[src/rtl/vec_mem_pkg.sv]
// Shared types and constants for the vector memory responder.
package vec_mem_pkg;

   localparam int defRegisterSize = 8;
   localparam int defVectorSize   = 4;
   localparam int cntWidth        = $clog2(defVectorSize + 1);

   typedef enum logic [1:0] {
      IDLE,
      XFER,
      RESP
   } stateT;

   // Request as latched at the IDLE handshake.
   typedef struct packed {
      logic                                       write;
      logic [defRegisterSize-1:0]                 addr;
      logic [defVectorSize*defRegisterSize-1:0]   wdata;
   } memReqT;

endpackage

[src/rtl/vec_mem_responder_array.sv]
// Single-port element-wide RAM with synchronous read (read-before-write).
module vec_mem_array #(
   parameter int dataW = 8,
   parameter int depth = 256,
   localparam int addrW = $clog2(depth)
) (
   input  logic             clk,
   input  logic             we,
   input  logic [addrW-1:0] addr,
   input  logic [dataW-1:0] wdata,
   output logic [dataW-1:0] rdata
);

   logic [dataW-1:0] mem [depth];

   always_ff @(posedge clk) begin
      if (we) mem[addr] <= wdata;
      rdata <= mem[addr];
   end

endmodule

[src/rtl/vec_mem_responder.sv]
// Multi-cycle vector load/store responder serialising vectors over an element RAM.
// Optional macro VMEM_BOUNDS_CHECK_EN: out-of-range vectors answer with resp_err instead of wrapping.
module vec_mem_responder
   import vec_mem_pkg::*;
#(
   parameter int registerSize = defRegisterSize,
   parameter int vectorSize   = defVectorSize,
   parameter int memDepth     = 256
) (
   input  logic                               clk,
   input  logic                               rst,
   input  logic                               req_valid,
   output logic                               req_ready,
   input  logic                               req_write,
   input  logic [registerSize-1:0]            req_addr,
   input  logic [vectorSize*registerSize-1:0] req_wdata,
   output logic                               resp_valid,
   input  logic                               resp_ready,
   output logic [vectorSize*registerSize-1:0] resp_rdata,
   output logic                               resp_err
);

   localparam int addrW = $clog2(memDepth);

   stateT                              state, stateNext;
   memReqT                             reqQ;
   logic [cntWidth-1:0]                cnt;
   logic [vectorSize*registerSize-1:0] rdataQ;
   logic                               accept, lastStep, inRange;
   logic                               memWe;
   logic [addrW-1:0]                   memAddr;
   logic [registerSize-1:0]            memWdata, memRdata;

   assign req_ready  = (state == IDLE) && rst;
   assign accept     = req_ready && req_valid;
   assign resp_valid = (state == RESP);
   assign resp_rdata = rdataQ;

`ifdef VMEM_BOUNDS_CHECK_EN
   logic errQ;
   assign inRange  = (({1'b0, req_addr} + (registerSize+1)'(vectorSize - 1))
                      < (registerSize+1)'(memDepth));
   assign resp_err = errQ;
`else
   assign inRange  = 1'b1;
   assign resp_err = 1'b0;
`endif

   // Element address: addr+k at registerSize+1 bits, reduced modulo memDepth.
   assign memAddr = addrW'({1'b0, reqQ.addr} + (registerSize+1)'(cnt));
   assign memWe   = (state == XFER) && reqQ.write && rst;

   // Loads run one step longer so the last synchronous read can be captured.
   assign lastStep = (state == XFER) &&
                     (cnt == (reqQ.write ? cntWidth'(vectorSize - 1) : cntWidth'(vectorSize)));

   always_comb begin
      memWdata = '0;
      for (int i = 0; i < vectorSize; i++)
         if (cnt == cntWidth'(i)) memWdata = reqQ.wdata[i*registerSize +: registerSize];
   end

   always_comb begin
      stateNext = state;
      case (state)
         IDLE:    if (req_valid) stateNext = inRange ? XFER : RESP;
         XFER:    if (lastStep) stateNext = RESP;
         RESP:    if (resp_ready) stateNext = IDLE;
         default: stateNext = IDLE;
      endcase
   end

   always_ff @(posedge clk) begin
      if (!rst) begin
         state  <= IDLE;
         cnt    <= '0;
         rdataQ <= '0;
`ifdef VMEM_BOUNDS_CHECK_EN
         errQ   <= 1'b0;
`endif
      end else begin
         state <= stateNext;
         if (accept) begin
            cnt    <= '0;
            rdataQ <= '0;
`ifdef VMEM_BOUNDS_CHECK_EN
            errQ   <= !inRange;
`endif
         end else if (state == XFER) begin
            cnt <= cnt + 1'b1;
            // Read data for element k arrives while the counter shows k+1.
            for (int i = 0; i < vectorSize; i++)
               if (!reqQ.write && cnt == cntWidth'(i + 1))
                  rdataQ[i*registerSize +: registerSize] <= memRdata;
         end
      end
   end

   always_ff @(posedge clk) begin
      if (accept) reqQ <= '{write: req_write, addr: req_addr, wdata: req_wdata};
   end

   vec_mem_array #(
      .dataW (registerSize),
      .depth (memDepth)
   ) uArray (
      .clk   (clk),
      .we    (memWe),
      .addr  (memAddr),
      .wdata (memWdata),
      .rdata (memRdata)
   );

endmodule

[config.mk]
export PLATFORM = sky130hd
export DESIGN_NAME = vec_mem_responder
export DESIGN_NICKNAME = d
export VERILOG_FILES = /design/src/rtl/vec_mem_pkg.sv /design/src/rtl/vec_mem_responder_array.sv /design/src/rtl/vec_mem_responder.sv
export SDC_FILE = /design/constraint.sdc
export NUM_CORES = 2
export LEC_CHECK = 0
export CAP_MARGIN = 20
export CORE_MARGIN = 10
export CORE_UTILIZATION = 62
export DETAILED_ROUTE_END_ITERATION = 7
export HOLD_SLACK_MARGIN = 0.05
export PLACE_DENSITY = 0.88
export SYNTH_ARGS = -nofsm -noshare
export SYNTH_HDL_FRONTEND = slang
export SYNTH_HIERARCHICAL = 1
export SYNTH_SLANG_ARGS = --single-unit
[constraint.sdc]
create_clock -name clk -period 7.7 [get_ports clk]
set_input_delay 1.155 -clock clk [delete_from_list [all_inputs] [get_ports clk]]
set_output_delay 1.155 -clock clk [all_outputs]
set_load 0.05 [all_outputs]
Fig. 1: clock routing
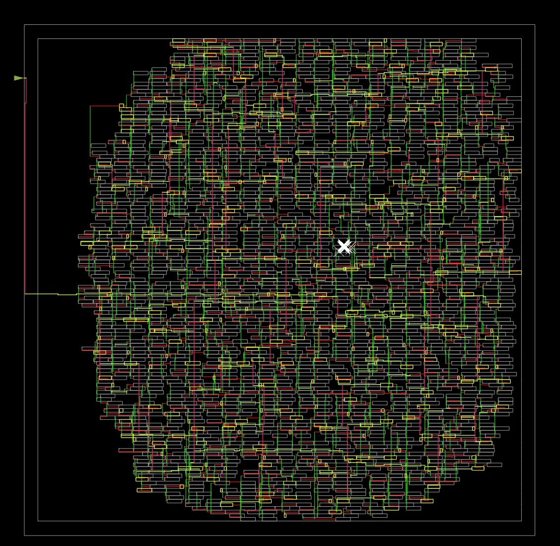
FFs & Latches: 2134
clock sink count: 2134
clock group total power: 9560 uW
CTS Buf Count: 192

==> metrics.cfg <==
[pwr]
powerComb_uw = 2320
p_seq_share_pct = 52.6
p_sw_uw = 6000
p_total_uw = 25100
ir_drop_uv = 232

[layout]
seq_share_pct = 70.1
regArea_mm2 = 0.0636
sh_comb_area_pct = 18.8
antennaDiodeCount = 14
drive_above_1_share_pct = 22.2
signal_buffers = 185
clock_area_share_pct = 6.72
nMultiInputCombCells = 1434

[logic_synthesis]
yosys.area.top_type = edfxtp_1
edf_count = 2089
synthCells = 3823
most_common_cell = edfxtp_1
ff_type = edfxtp_1
synthArstFlopShare_pct = 0

[critical_path]
critPathMaxStageDelay_ns = 1.18
crit_end = uArray/rdata[1]
worst-path-buf-inv = 2

[run_status]
violations = DRC
status = finished, violations left

[timing]
skew_ns = 0.0467
setup_viol = 0
hold_viol = 0
whs_ns = 0.475
slew-limit-headroom_pct = 0.0808

[min_path]
worstHoldEndpoint = resp_rdata[11]

[detailed_routing]
route.antenna.remaining_nets = 0
viasPerCell = 7.64
drt_iter0_drc = 8556
wl_met2_um = 112000
drc = 38

[floorplanning]
nWellTaps = 1755
dieArea_mm2 = 0.147

[place]
preCtsSetupSlack_ns = 2.28

[global_route]
top_usage_layer = met2
grtUsageMet1_pct = 38.4

[job]
max_cap_violations = 0

[clock_tree]
cts_resized = 0
ctsRootBufferMaster = clkbuf_16
cts_setup_buffers = 0

Fig. 2: cell area per tile
Drawn at 1 px/um. 38 x 38 tiles, from white (low) to dark blue (high), 0 to 100% covered.
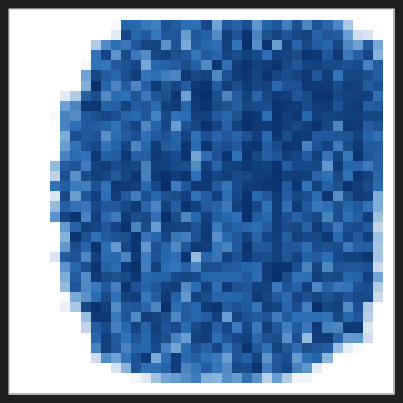
tiles over 75% full: 56%
fullest tile: 100%
nearly empty tiles: 25%
Pre-Place Util: 62.3%
final design utilization: 69.2%

No activity file was given, so power comes from the tool's default toggle rates.
